$ cat src/rtl/vec_pkg.sv
// Shared constants, queue-entry layout and dispatch FSM states for the
// vector dispatch controller.
package vec_pkg;

   localparam logic [6:0] OPC_VEC     = 7'b0001011;
   localparam logic [6:0] F7_VLD      = 7'b0000001;
   localparam logic [6:0] F7_VST      = 7'b0000010;
   localparam logic [6:0] F7_VADD     = 7'b0000011;
   localparam logic [6:0] F7_VSUB     = 7'b0000100;
   localparam logic [6:0] F7_VMUL     = 7'b0000101;
   localparam logic [6:0] F7_VMATMUL  = 7'b0001000;

   // Ids are stored at a fixed maximal width so the struct is parameter-free;
   // X_ID_WIDTH of the controller must not exceed this.
   localparam int ID_MAX_W = 16;

   typedef struct packed {
      logic [ID_MAX_W-1:0] id;
      logic [6:0]          funct7;
      logic [2:0]          funct3;
      logic [4:0]          rd;
      logic [4:0]          rs1;
      logic [4:0]          rs2;
      logic [31:0]         rs1_val;
      logic                committed;
      logic                killed;
   } queue_entry_t;

   typedef enum logic [2:0] {
      ST_IDLE,
      ST_DISPATCH,
      ST_WAIT,
      ST_WR_VRF,
      ST_RESULT
   } disp_state_e;

   function automatic logic is_legal_funct7(input logic [6:0] funct7);
      return funct7 inside {F7_VLD, F7_VST, F7_VADD, F7_VSUB, F7_VMUL, F7_VMATMUL};
   endfunction

   function automatic logic is_mem_funct7(input logic [6:0] funct7);
      return (funct7 == F7_VLD) || (funct7 == F7_VST);
   endfunction

endpackage

$ cat src/rtl/vec_instr_decoder.sv
// Combinational decode of a custom-0 vector instruction: legality,
// load/store class and the raw register/function fields.
module vec_instr_decoder
   import vec_pkg::*;
(
   input  logic [31:0] instr,
   output logic        legal,
   output logic        is_load,
   output logic        is_store,
   output logic [6:0]  funct7,
   output logic [2:0]  funct3,
   output logic [4:0]  rd,
   output logic [4:0]  rs1,
   output logic [4:0]  rs2
);

   assign funct7   = instr[31:25];
   assign rs2      = instr[24:20];
   assign rs1      = instr[19:15];
   assign funct3   = instr[14:12];
   assign rd       = instr[11:7];

   assign legal    = (instr[6:0] == OPC_VEC) && is_legal_funct7(funct7);
   assign is_load  = legal && (funct7 == F7_VLD);
   assign is_store = legal && (funct7 == F7_VST);

endmodule

$ cat src/rtl/vector_dispatch_ctrl.sv
// Vector coprocessor dispatch controller: in-order instruction queue fed by
// the XIF issue/commit interface, with a single-in-flight dispatch FSM.
module vector_dispatch_ctrl
   import vec_pkg::*;
#(
   parameter int DEPTH      = 4,
   parameter int X_ID_WIDTH = 4,
   parameter int NUM_VREGS  = 16,
   localparam int VA        = $clog2(NUM_VREGS),
   localparam int CW        = $clog2(DEPTH + 1)
) (
   input  logic                  clk_i,
   input  logic                  rst_ni,

   input  logic                  issue_valid_i,
   output logic                  issue_ready_o,
   input  logic [31:0]           issue_instr_i,
   input  logic [X_ID_WIDTH-1:0] issue_id_i,
   input  logic [31:0]           issue_rs1_i,
   output logic                  issue_accept_o,
   output logic                  issue_loadstore_o,
   output logic                  issue_writeback_o,

   input  logic                  commit_valid_i,
   input  logic [X_ID_WIDTH-1:0] commit_id_i,
   input  logic                  commit_kill_i,

   output logic                  lsu_start_o,
   output logic                  lsu_store_o,
   output logic [31:0]           lsu_addr_o,
   output logic [VA-1:0]         lsu_vreg_o,
   input  logic                  lsu_done_i,

   output logic                  exec_start_o,
   output logic [6:0]            exec_funct7_o,
   output logic [2:0]            exec_funct3_o,
   output logic [VA-1:0]         exec_vs1_o,
   output logic [VA-1:0]         exec_vs2_o,
   input  logic                  exec_done_i,

   output logic                  vrf_we_o,
   output logic [VA-1:0]         vrf_waddr_o,
   output logic                  vrf_wsel_o,

   output logic                  result_valid_o,
   input  logic                  result_ready_i,
   output logic [X_ID_WIDTH-1:0] result_id_o,
   output logic                  busy_o,
   output logic [CW-1:0]         count_o
);

   localparam int PW = (DEPTH > 1) ? $clog2(DEPTH) : 1;

   queue_entry_t        entries_q [DEPTH];
   logic [DEPTH-1:0]    valid_q;
   logic [PW-1:0]       head_q;
   logic [PW-1:0]       tail_q;
   logic [CW-1:0]       count_q;
   disp_state_e         state_q;
   disp_state_e         state_d;

   logic                dec_legal;
   logic                dec_is_load;
   logic                dec_is_store;
   logic [6:0]          dec_funct7;
   logic [2:0]          dec_funct3;
   logic [4:0]          dec_rd;
   logic [4:0]          dec_rs1;
   logic [4:0]          dec_rs2;

   logic                ready;
   logic                accept;
   logic                pop;
   logic                head_valid;
   logic                head_is_mem;
   logic                head_is_store;
   logic                new_commit_hit;
   logic [ID_MAX_W-1:0] issue_id_ext;
   logic [ID_MAX_W-1:0] commit_id_ext;
   queue_entry_t        head;
   queue_entry_t        new_entry;
   logic                unused_head_bits;

   vec_instr_decoder u_decoder (
      .instr    (issue_instr_i),
      .legal    (dec_legal),
      .is_load  (dec_is_load),
      .is_store (dec_is_store),
      .funct7   (dec_funct7),
      .funct3   (dec_funct3),
      .rd       (dec_rd),
      .rs1      (dec_rs1),
      .rs2      (dec_rs2)
   );

   assign issue_id_ext      = ID_MAX_W'(issue_id_i);
   assign commit_id_ext     = ID_MAX_W'(commit_id_i);

   assign ready             = (count_q < CW'(DEPTH));
   assign accept            = issue_valid_i & ready & dec_legal;
   assign issue_ready_o     = ready;
   assign issue_accept_o    = accept;
   assign issue_loadstore_o = accept & (dec_is_load | dec_is_store);
   assign issue_writeback_o = 1'b0;

   assign head              = entries_q[head_q];
   assign head_valid        = valid_q[head_q];
   assign head_is_mem       = is_mem_funct7(head.funct7);
   assign head_is_store     = (head.funct7 == F7_VST);
   assign unused_head_bits  = ^{head.rd, head.rs1, head.rs2};

   assign count_o           = count_q;
   assign busy_o            = (state_q != ST_IDLE) | (count_q != '0);

   // A commit that names the instruction being issued this very cycle must
   // land on the new entry, otherwise it would be lost.
   assign new_commit_hit    = commit_valid_i && (commit_id_ext == issue_id_ext);

   always_comb begin
      new_entry           = '0;
      new_entry.id        = issue_id_ext;
      new_entry.funct7    = dec_funct7;
      new_entry.funct3    = dec_funct3;
      new_entry.rd        = dec_rd;
      new_entry.rs1       = dec_rs1;
      new_entry.rs2       = dec_rs2;
      new_entry.rs1_val   = issue_rs1_i;
      new_entry.committed = new_commit_hit;
      new_entry.killed    = new_commit_hit & commit_kill_i;
   end

   // Queue storage: commit marking, pop at head, push at tail. Push and pop
   // never touch the same slot because push needs room and pop needs an entry.
   always_ff @(posedge clk_i or negedge rst_ni) begin
      if (!rst_ni) begin
         for (int i = 0; i < DEPTH; i++) begin
            entries_q[i] <= '0;
         end
         valid_q <= '0;
         head_q  <= '0;
         tail_q  <= '0;
         count_q <= '0;
      end else begin
         for (int i = 0; i < DEPTH; i++) begin
            if (commit_valid_i && valid_q[i] && (entries_q[i].id == commit_id_ext)) begin
               entries_q[i].committed <= 1'b1;
               entries_q[i].killed    <= commit_kill_i;
            end
         end
         if (pop) begin
            valid_q[head_q] <= 1'b0;
            head_q          <= head_q + PW'(1);
         end
         if (accept) begin
            entries_q[tail_q] <= new_entry;
            valid_q[tail_q]   <= 1'b1;
            tail_q            <= tail_q + PW'(1);
         end
         case ({accept, pop})
            2'b10:   count_q <= count_q + CW'(1);
            2'b01:   count_q <= count_q - CW'(1);
            default: count_q <= count_q;
         endcase
      end
   end

   always_ff @(posedge clk_i or negedge rst_ni) begin
      if (!rst_ni) begin
         state_q <= ST_IDLE;
      end else begin
         state_q <= state_d;
      end
   end

   always_comb begin
      state_d = state_q;
      case (state_q)
         ST_IDLE: begin
            if (head_valid && head.committed && !head.killed) begin
               state_d = ST_DISPATCH;
            end
         end
         ST_DISPATCH: state_d = ST_WAIT;
         ST_WAIT: begin
            if (head_is_mem ? lsu_done_i : exec_done_i) begin
               state_d = head_is_store ? ST_RESULT : ST_WR_VRF;
            end
         end
         ST_WR_VRF: state_d = ST_RESULT;
         ST_RESULT: begin
            if (result_ready_i) begin
               state_d = ST_IDLE;
            end
         end
         default: state_d = ST_IDLE;
      endcase
   end

   // Data outputs are gated by their strobes so nothing stale leaks out.
   always_comb begin
      lsu_start_o    = 1'b0;
      lsu_store_o    = 1'b0;
      lsu_addr_o     = '0;
      lsu_vreg_o     = '0;
      exec_start_o   = 1'b0;
      exec_funct7_o  = '0;
      exec_funct3_o  = '0;
      exec_vs1_o     = '0;
      exec_vs2_o     = '0;
      vrf_we_o       = 1'b0;
      vrf_waddr_o    = '0;
      vrf_wsel_o     = 1'b0;
      result_valid_o = 1'b0;
      result_id_o    = '0;
      pop            = 1'b0;
      case (state_q)
         ST_IDLE: begin
            pop = head_valid & head.committed & head.killed;
         end
         ST_DISPATCH: begin
            if (head_is_mem) begin
               lsu_start_o = 1'b1;
               lsu_store_o = head_is_store;
               lsu_addr_o  = head.rs1_val;
               lsu_vreg_o  = head.rd[VA-1:0];
            end else begin
               exec_start_o  = 1'b1;
               exec_funct7_o = head.funct7;
               exec_funct3_o = head.funct3;
               exec_vs1_o    = head.rs1[VA-1:0];
               exec_vs2_o    = head.rs2[VA-1:0];
            end
         end
         ST_WR_VRF: begin
            vrf_we_o    = 1'b1;
            vrf_waddr_o = head.rd[VA-1:0];
            vrf_wsel_o  = (head.funct7 == F7_VLD);
         end
         ST_RESULT: begin
            result_valid_o = 1'b1;
            result_id_o    = head.id[X_ID_WIDTH-1:0];
            pop            = result_ready_i;
         end
         default: ;
      endcase
   end

endmodule

$ cat config.mk
export PLATFORM = sky130hd
export DESIGN_NAME = vector_dispatch_ctrl
export DESIGN_NICKNAME = d
export VERILOG_FILES = /design/src/rtl/vec_pkg.sv /design/src/rtl/vec_instr_decoder.sv /design/src/rtl/vector_dispatch_ctrl.sv
export SDC_FILE = /design/constraint.sdc
export NUM_CORES = 1
export LEC_CHECK = 0
export ABC_AREA = 1
export CORE_ASPECT_RATIO = 1.1
export CORE_UTILIZATION = 50
export DETAILED_ROUTE_END_ITERATION = 8
export GPL_ROUTABILITY_DRIVEN = 1
export PLACE_DENSITY = 0.82
export SKIP_LAST_GASP = 1
export SLEW_MARGIN = 30
export SYNTH_ARGS = -nofsm -noshare
export SYNTH_HDL_FRONTEND = slang
export SYNTH_SLANG_ARGS = --single-unit
$ cat constraint.sdc
create_clock -name clk_i -period 3.95 [get_ports clk_i]
set_input_delay 0.79 -clock clk_i [delete_from_list [all_inputs] [get_ports clk_i]]
set_output_delay 0.79 -clock clk_i [all_outputs]
set_load 0.005 [all_outputs]
==> images/wire_density.png <==
The die is cut into 31 by 34 equal tiles; dark blue is low, red is high, scaled to the fullest tile. Values are wire area over tile area, all layers added.
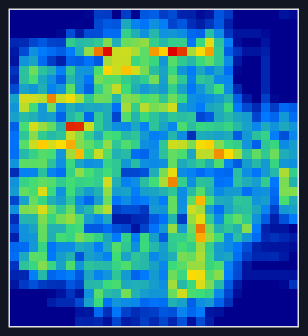
- tiles over half the peak: 19%
- mean over tiles: 0.22
- densest ninth of the die: west
- fullest tile: 0.69

==> images/clock_map.png <==
The bar under the picture is 50 um long.
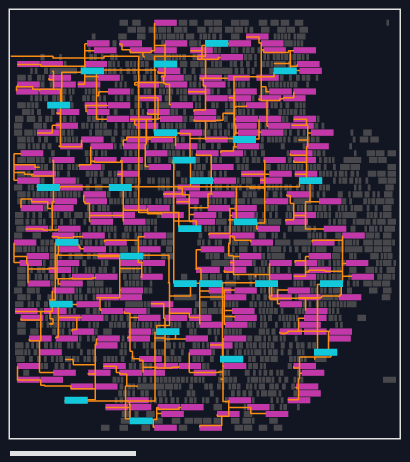
- cells driving clock nets: cyan (count 26)
- clock wires: orange (length 2,940 um)
- flip-flops: magenta (count 254)
- flops lie: all over the die
- routed clock nets: 27

==> images/met4.png <==
Cells faint in the background.
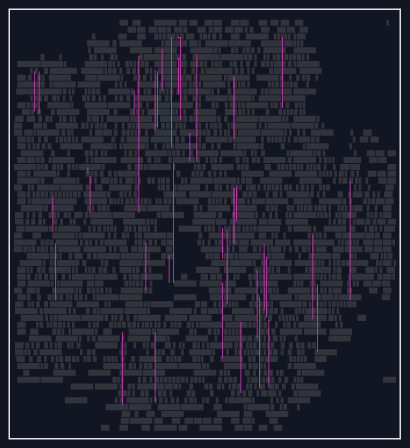
- main direction: vertical
- nets with wire on the layer: 29
- share of all routed wire: 2.7%

==> images/cell_classes.png <==
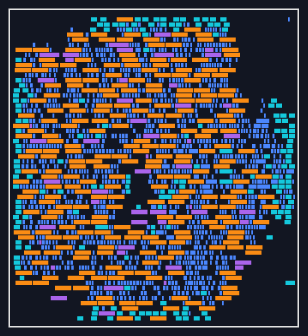
- flip-flops: orange (cells 254)
- clock drivers and dummy loads: purple (cells 48)
- all other logic: blue (cells 1,313)
- other buffers and delay cells: cyan (cells 175)

==> job_summary.md <==
## PnR job results

| Metric | Value |
|---|---|
| Flop area | `6360 um^2` |
| Total Nets Final | `1,860` |
| Grt ovf | `0` |
| Post-synthesis cell area | `12,800 um^2` |
| Largest registers | `entries_q x240, valid_q x4` |
| Most frequent cells after synthesis | `445 x nand2_1, 254 x dfrtp_1, 209 x nor2_1` |
| Combinational Gates | `1,199` |
| FP Rows | `60` |
| WHS | `0.321 ns` |
| Fp_density | `51.6%` |
| H-tree levels | `1` |
| Flip-flops with a built-in enable | `0` |
| Slew Limit Fails | `0` |
| Sequential fraction of design power | `35.8%` |
| Yosys stat chip area | `12,800 um^2` |
| Arrival time worst endpoint | `3.07 ns` |
| Mux cell area share | `0%` |
| Port Buf Inserts | `151` |
| # diodes | `0` |
| # Cells Yosys | `1,677` |
| Finished Core Util | `62.1%` |
| WL/cell | `16.5 um` |
| Adder-cell share of the synthesized area | `1.04%` |
| Final Skew | `0.0140 ns` |
| Relative slew slack | `36.6%` |
| Fin crit share | `97.8%` |
| Chip area | `26,200 um^2` |
| Worst Path Buf+Inv | `2` |
| Top area cell types | `dfrtp_1 50%, nand2_1 13%, nand3_1 7.6%` |
| Logic gate share of total power | `28.0%` |
| End of the worst register-to-register path | `count_o[2]` |
| Non-clock buffers | `175` |
| Cell Int Power | `0.00507 W` |
| Via count | `11,700` |
| Seq area share | `41.3%` |
| Flops after synth | `254` |
| # clk buffers | `39` |
| Switching Share | `32.4%` |
| NetSw | `0.00243 W` |
| Final Cell Area | `15,400 um^2` |
| TritonCTS clock tree | `built` |
| Max Buffers Root-to-Sink | `3` |
| Comb. pwr | `0.00210 W` |
| Status | `completed` |
| CTS-repair resized insts | `2` |
| Max rail drop VDD | `0.352 mV` |
| Floorplan Nets | `1,767` |
| Synth cell types | `40` |
| CP Capture Type | `primary output` |
| Final std cells w/o fill | `2,100` |
| Tool warning count | `42` |
| Top Layer Used | `met5` |
| Root Buffer | `clkbuf_16` |
| Drt via density | `5.58` |
| Crit path depth | `10` |
| Cts hold-fix bufs | `0` |
| Clk tree area frac | `6.31%` |
| Drt first-iter violations | `1,326` |
| Slowest CP cell | `clkdlybuf4s50_1` |
| Yosys top cell by instances | `nand2_1` |
| FF-to-FF Start | `head_q[1]` |
| # setup viols final | `0` |
| Place WS | `0.478 ns` |
| Crit-path max cell delay | `0.56 ns` |
| Compound-gate portion of the synthesized area | `11.6%` |
| Minimum clock period | `3.86 ns` |
| Synth top area share | `49.8%` |
| Dominant class by area | `sequential cells` |
| Comb area | `5470 um^2` |
| Top power group | `the clock network` |
Power figures rest on the tool's default switching activity, not on a simulated workload.
